File: config.mk
export PLATFORM = sky130hd
export DESIGN_NAME = uart_tx_ctrl_flat
export DESIGN_NICKNAME = d
export VERILOG_FILES = /design/src/rtl/uart_pkg.sv /design/src/rtl/uart_tx_ctrl_if.sv /design/src/rtl/uart_bit_timer.sv /design/src/rtl/uart_tx_ctrl.sv /design/src/flat_wrapper.sv
export SDC_FILE = /design/constraint.sdc
export NUM_CORES = 1
export LEC_CHECK = 0
export ABC_AREA = 0
export CORE_ASPECT_RATIO = 0.6
export CORE_UTILIZATION = 45
export DETAILED_ROUTE_END_ITERATION = 6
export PLACE_DENSITY = 0.74
export SYNTH_ARGS = -nofsm -noshare
export SYNTH_HDL_FRONTEND = slang
export SYNTH_SLANG_ARGS = --single-unit
File: constraint.sdc
create_clock -name clk -period 2 [get_ports clk]
set_input_delay 0.3 -clock clk [delete_from_list [all_inputs] [get_ports clk]]
set_output_delay 0.3 -clock clk [all_outputs]
set_load 0.02 [all_outputs]
File: src/rtl/uart_pkg.sv
// Shared UART definitions: parity codes, transmit FSM states, frame limits
// and the parity helper used when a character is accepted.
package uart_pkg;

  // Longest frame: start + 8 data + parity + 2 stop.
  localparam int UART_MAX_FRAME_BITS = 12;

  typedef enum logic [1:0] {
    PAR_NONE = 2'b00,
    PAR_ODD  = 2'b01,
    PAR_EVEN = 2'b10,
    PAR_MARK = 2'b11
  } parity_t;

  typedef enum logic [2:0] {
    IDLE,
    START,
    DATA,
    PARITY,
    STOP
  } tx_state_t;

  // Parity bit for the character. In 7-bit mode bit 7 does not contribute.
  function automatic logic calc_parity(input logic [7:0] data,
                                       input logic       len8,
                                       input parity_t    ptype);
    logic ones_odd;
    logic par;
    ones_odd = len8 ? ^data : ^data[6:0];
    par      = 1'b0;
    case (ptype)
      PAR_ODD:  par = ~ones_odd;
      PAR_EVEN: par = ones_odd;
      PAR_MARK: par = 1'b1;
      default:  par = 1'b0;
    endcase
    return par;
  endfunction

endpackage

File: src/rtl/uart_tx_ctrl_if.sv
// Host-side character handshake and framing configuration for uart_tx_ctrl.
//   tx_valid    : host requests transmission of data_in
//   tx_ready    : controller idle and able to accept a character
//   data_in     : character (bit 7 unused in 7-bit mode)
//   parity_type : 00 none, 01 odd, 10 even, 11 mark
//   stop_bits   : 0 = one stop bit, 1 = two
//   data_length : 1 = 8 data bits, 0 = 7
interface uart_tx_ctrl_if;
  logic       tx_valid;
  logic       tx_ready;
  logic [7:0] data_in;
  logic [1:0] parity_type;
  logic       stop_bits;
  logic       data_length;

  modport master (
    output tx_valid, data_in, parity_type, stop_bits, data_length,
    input  tx_ready
  );

  modport slave (
    input  tx_valid, data_in, parity_type, stop_bits, data_length,
    output tx_ready
  );
endinterface

File: src/rtl/uart_bit_timer.sv
// Bit-period timer for the UART transmitter.
//   clk, rst : clock, asynchronous active-high reset
//   start    : restart the period from zero
//   en       : count while high; held at zero otherwise
//   bit_end  : one-cycle strobe in the last cycle of each CLKS_PER_BIT period
module uart_bit_timer #(
  parameter int CLKS_PER_BIT = 16
) (
  input  logic clk,
  input  logic rst,
  input  logic start,
  input  logic en,
  output logic bit_end
);

  localparam int CntW = $clog2(CLKS_PER_BIT);
  localparam logic [CntW-1:0] LastCnt = CntW'(CLKS_PER_BIT - 1);

  logic [CntW-1:0] cnt_q, cnt_d;

  always_comb begin
    cnt_d   = cnt_q;
    bit_end = 1'b0;
    if (start || !en) begin
      cnt_d = '0;
    end else if (cnt_q == LastCnt) begin
      cnt_d   = '0;
      bit_end = 1'b1;
    end else begin
      cnt_d = cnt_q + CntW'(1);
    end
  end

  always_ff @(posedge clk or posedge rst) begin
    if (rst) cnt_q <= '0;
    else     cnt_q <= cnt_d;
  end

endmodule

File: src/rtl/uart_tx_ctrl.sv
// UART transmit controller. Accepts one character over the host handshake,
// latches it with its framing configuration and serialises
// start / data (LSB first) / optional parity / stop bits onto tx.
//   clk, rst   : clock, asynchronous active-high reset
//   host       : handshake + configuration (slave side)
//   tx         : serial line, idles high
//   busy       : frame in progress
//   done       : one-cycle pulse after the last stop bit
//   parity_out : parity bit of the last accepted frame (0 with no parity)
module uart_tx_ctrl
  import uart_pkg::*;
#(
  parameter int CLKS_PER_BIT = 16
) (
  input  logic            clk,
  input  logic            rst,
  uart_tx_ctrl_if.slave   host,
  output logic            tx,
  output logic            busy,
  output logic            done,
  output logic            parity_out
);

  localparam int IdxW = $clog2(UART_MAX_FRAME_BITS);

  tx_state_t       state_q, state_d;
  logic [7:0]      shift_q, shift_d;
  logic [IdxW-1:0] idx_q, idx_d;
  parity_t         ptype_q, ptype_d;
  logic            stop2_q, stop2_d;
  logic            len8_q, len8_d;
  logic            par_q, par_d;
  logic            tx_q, tx_d;
  logic            done_q, done_d;

  logic accept;
  logic bit_end;

  assign accept        = host.tx_valid && (state_q == IDLE);
  assign host.tx_ready = (state_q == IDLE);
  assign busy          = (state_q != IDLE);
  assign tx            = tx_q;
  assign done          = done_q;
  assign parity_out    = par_q;

  uart_bit_timer #(
    .CLKS_PER_BIT(CLKS_PER_BIT)
  ) u_timer (
    .clk     (clk),
    .rst     (rst),
    .start   (accept),
    .en      (busy),
    .bit_end (bit_end)
  );

  // tx is registered and loaded with the next bit on the edge that changes
  // state, so the line level and the state always switch together.
  always_comb begin
    state_d = state_q;
    shift_d = shift_q;
    idx_d   = idx_q;
    ptype_d = ptype_q;
    stop2_d = stop2_q;
    len8_d  = len8_q;
    par_d   = par_q;
    tx_d    = tx_q;
    done_d  = 1'b0;

    case (state_q)
      IDLE: begin
        tx_d = 1'b1;
        if (accept) begin
          ptype_d = parity_t'(host.parity_type);
          stop2_d = host.stop_bits;
          len8_d  = host.data_length;
          par_d   = calc_parity(host.data_in, host.data_length,
                                parity_t'(host.parity_type));
          shift_d = host.data_length ? host.data_in : {1'b0, host.data_in[6:0]};
          idx_d   = '0;
          tx_d    = 1'b0;
          state_d = START;
        end
      end

      START: begin
        if (bit_end) begin
          tx_d    = shift_q[0];
          shift_d = shift_q >> 1;
          idx_d   = '0;
          state_d = DATA;
        end
      end

      DATA: begin
        if (bit_end) begin
          if (idx_q == (len8_q ? IdxW'(7) : IdxW'(6))) begin
            idx_d = '0;
            if (ptype_q != PAR_NONE) begin
              tx_d    = par_q;
              state_d = PARITY;
            end else begin
              tx_d    = 1'b1;
              state_d = STOP;
            end
          end else begin
            tx_d    = shift_q[0];
            shift_d = shift_q >> 1;
            idx_d   = idx_q + IdxW'(1);
          end
        end
      end

      PARITY: begin
        if (bit_end) begin
          tx_d    = 1'b1;
          idx_d   = '0;
          state_d = STOP;
        end
      end

      STOP: begin
        if (bit_end) begin
          tx_d = 1'b1;
          if (stop2_q && (idx_q == '0)) begin
            idx_d = IdxW'(1);
          end else begin
            idx_d   = '0;
            done_d  = 1'b1;
            state_d = IDLE;
          end
        end
      end

      default: begin
        tx_d    = 1'b1;
        state_d = IDLE;
      end
    endcase
  end

  always_ff @(posedge clk or posedge rst) begin
    if (rst) begin
      state_q <= IDLE;
      shift_q <= '0;
      idx_q   <= '0;
      ptype_q <= PAR_NONE;
      stop2_q <= 1'b0;
      len8_q  <= 1'b0;
      par_q   <= 1'b0;
      tx_q    <= 1'b1;
      done_q  <= 1'b0;
    end else begin
      state_q <= state_d;
      shift_q <= shift_d;
      idx_q   <= idx_d;
      ptype_q <= ptype_d;
      stop2_q <= stop2_d;
      len8_q  <= len8_d;
      par_q   <= par_d;
      tx_q    <= tx_d;
      done_q  <= done_d;
    end
  end

endmodule

File: src/flat_wrapper.sv
// flat-port wrapper written by rule: the top's interface ports become plain ports
module uart_tx_ctrl_flat import uart_pkg::*;
#(
  parameter int CLKS_PER_BIT = 16
)
  (clk, rst, tx, busy, done, parity_out, host_tx_valid, host_data_in, host_parity_type, host_stop_bits, host_data_length, host_tx_ready);
  uart_tx_ctrl_if host_i ();
  input  logic clk;
  input  logic rst;
  output logic tx;
  output logic busy;
  output logic done;
  output logic parity_out;
  input wire logic [$bits(host_i.tx_valid)-1:0] host_tx_valid;
  input wire logic [$bits(host_i.data_in)-1:0] host_data_in;
  input wire logic [$bits(host_i.parity_type)-1:0] host_parity_type;
  input wire logic [$bits(host_i.stop_bits)-1:0] host_stop_bits;
  input wire logic [$bits(host_i.data_length)-1:0] host_data_length;
  output wire logic [$bits(host_i.tx_ready)-1:0] host_tx_ready;
  assign host_i.tx_valid = host_tx_valid;
  assign host_i.data_in = host_data_in;
  assign host_i.parity_type = host_parity_type;
  assign host_i.stop_bits = host_stop_bits;
  assign host_i.data_length = host_data_length;
  assign host_tx_ready = host_i.tx_ready;
  uart_tx_ctrl #(.CLKS_PER_BIT(CLKS_PER_BIT)) u_core (.clk(clk), .rst(rst), .host(host_i), .tx(tx), .busy(busy), .done(done), .parity_out(parity_out));
endmodule
Fig. 1: cells coloured by class
Drawn at 6 px/um.
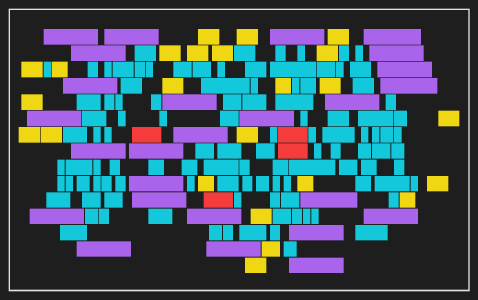
Key: purple = flops [cells 26]; yellow = other buffers and delay cells [cells 24]; red = clock drivers and dummy loads [cells 4]; cyan = all other logic [cells 109]

Fig. 2: track usage over the die
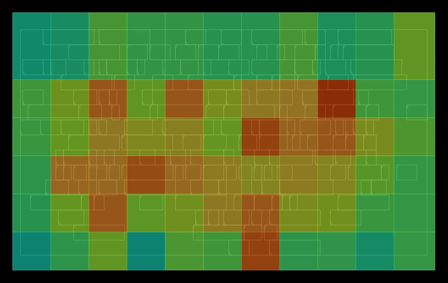
DR WL/cell: 14.7 um
GRT Overall Usage: 18.9%
Final Util: 59.8%

Fig. 3: metal 1
Drawn at 8 px/um.
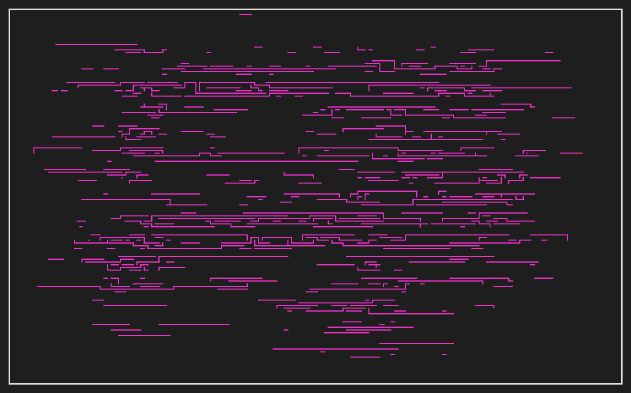
166 nets have wire on it. The layer carries 1560 um of wire. The longest straight run is 25.3 um.
Vias: 1080
Post-Route WL: 3.01 mm

==> results_slide.txt <==
Key Metrics from the Run

Run status
  – Status: finished, final reports clean

Run
  – OpenROAD warnings: 27
  – Max Cap Viol: 0

Logic synthesis
  – Largest area contributor in the netlist: dfrtp_1
  – Yosys aoi share: 12.6%
  – Yosys stat cell total: roughly 140
  – Synth warn: 0
  – MUX area fraction: a little under an eighth
  – Number of enable flip-flop cells: 0
  – Top cells, area: dfrtp_1, mux2i_1, nor2_1
  – Synth top cells by count: dfrtp_1, nor2_1, nand2_1
  – Post-synthesis cell type count: 42
  – Most used DFF post-synth: dfrtp_1
  – XOR Share, Synth: between 6 and 7%
  – Ys flops: 26
  – Syn avg cell area: between 10 and 15 um^2
  – Async set or reset register ratio after synthesis: 100%
  – Chip Area, Yosys: 1490 um^2
  – Max-area cell share: a little over two fifths
  – Most frequent cell after synthesis: dfrtp_1
  – Cell Area, Synth: between 1000 and 1500 um^2
  – Post-synthesis cell count: between 100 and 150

Setup path
  – Worst path buffer plus inverter count: 2
  – Worst setup endpoint: busy
  – Slowest stage delay, CP: ~0.53 ns
  – CP Capture Type: output pin
  – R2R cell count: 7
  – Reg2Reg Setup Slack: about 0.18 ns
  – Largest delay share family, worst path: buffers and inverters
  – Critical path depth: 3
  – Startpoint Class: flip-flop
  – Critical path, cell by cell: nor3_4 -> inv_1 -> clkdlybuf4s50_1
  – Crit path DRT: ~1.7 ns

Die
  – Core area: between 3000 and 4000 um^2
  – Die W: 76.4 um
  – Chip Height: about 47 um
  – # Taps: around 42

Place
  – Placement Setup Slack: 0.102 ns
  – I/O Buffers: 19
  – Cell count after placement: 201
  – DP Wirelength: 2.33 mm

Detailed routing
  – DRC violations left: 0
  – Antenna Violating Nets Remaining: 0
  – First-pass DRT Iterations: 4

Global route
  – Vias in the first global route: 999
  – Pin count of the biggest net entering global routing: 27
  – Gr ovfl total: 0
  – Initial antenna violation count: 0

STA
  – Slew HR: between 70 and 80%
  – Worst Slack Setup Final: ~0.070 ns
  – Peak Freq: ~0.52 GHz
  – Tcrit/Tclk final: between 90% and 100%
  – Setup_tns: 0 ns
  – Worst Max-Slew Pin Slew: 0.359 ns
  – Max Slew Vio Count: 0
  – RSZ-0062 raised after global routing: no
  – WHS: 0.379 ns
  – Final setup violation count: 0

Power and ir drop
  – Sw Pwr: 0.000203 W
  – VDD IR max: 0.000330 V
  – Top power group: sequential cells
  – Power, Total: 0.000967 W
  – Internal Power: about 0.00076 W
  – Clock power share: about a third
  – Combinational Power Share: under 10%
  – Logic power comb: between 0.00009 and 0.0001 W
  – Static Leak: 0.835 nW

Layout
  – Clock network share of area: under 10%
  – Logic inverters: 5
  – Nets: roughly 180
  – Non-filler cells, final: approximately 210
  – #MultiIn Comb: 104
  – Sequential cell count: 26
  – Largest area class, layout: combinational gates
  – Nonclk buf count: 24
  – Max reg flops: 8
  – Area Overhead vs Synth: 20.2%
  – Largest reg by FF count: u_core.shift_q
  – Fin area: about 1800 um^2
  – Logic share of the area: a little over two fifths
  – Clock buf count: 4
  – Non-clock buffering overhead: between 10% and 20%

Clock network
  – Clock slew at reported path FFs: approximately 0.09 ns
  – Root buffer cell: clkbuf_8
  – Total clock sinks: 26
  – Number of H-tree levels: 1
  – Cts repair resizes: 2
  – Hold buffers post-CTS: 0

Hold path
  – Worst hold path class: in2async
## layout by cell type, fill, tap and decap left out, drive strengths merged, types with 3 or more instances in the layout
master         Yosys  routed
dfrtp             25      25
nor2              19      19
clkdlybuf4s50      0      18
nand2              9       9
mux2i              8       8
a21oi              8       8
mux2               8       8
nand3              7       7
inv                5       5
xnor2              5       5
buf                4       5
nor3               5       5
o21ai              4       4
clkbuf             0       4
xor2               3       3
nor2b              3       3
ha                 3       3
## metal layers
layer  up-vias  share of wire, %  global-route usage [%]
li1        535                 -                       -
met1       529                52                    26.2
met2        14                45                    29.9
met3         2               2.7                    4.75
met4         0              0.76                    4.62
met5         -                 0                       0
## worst min-delay path, cell delays in order
cell             delay, ns
clkdlybuf4s50_1       0.39
inv_1                 0.05
buf_4                 0.31
No activity file was given, so power comes from the tool's default toggle rates.
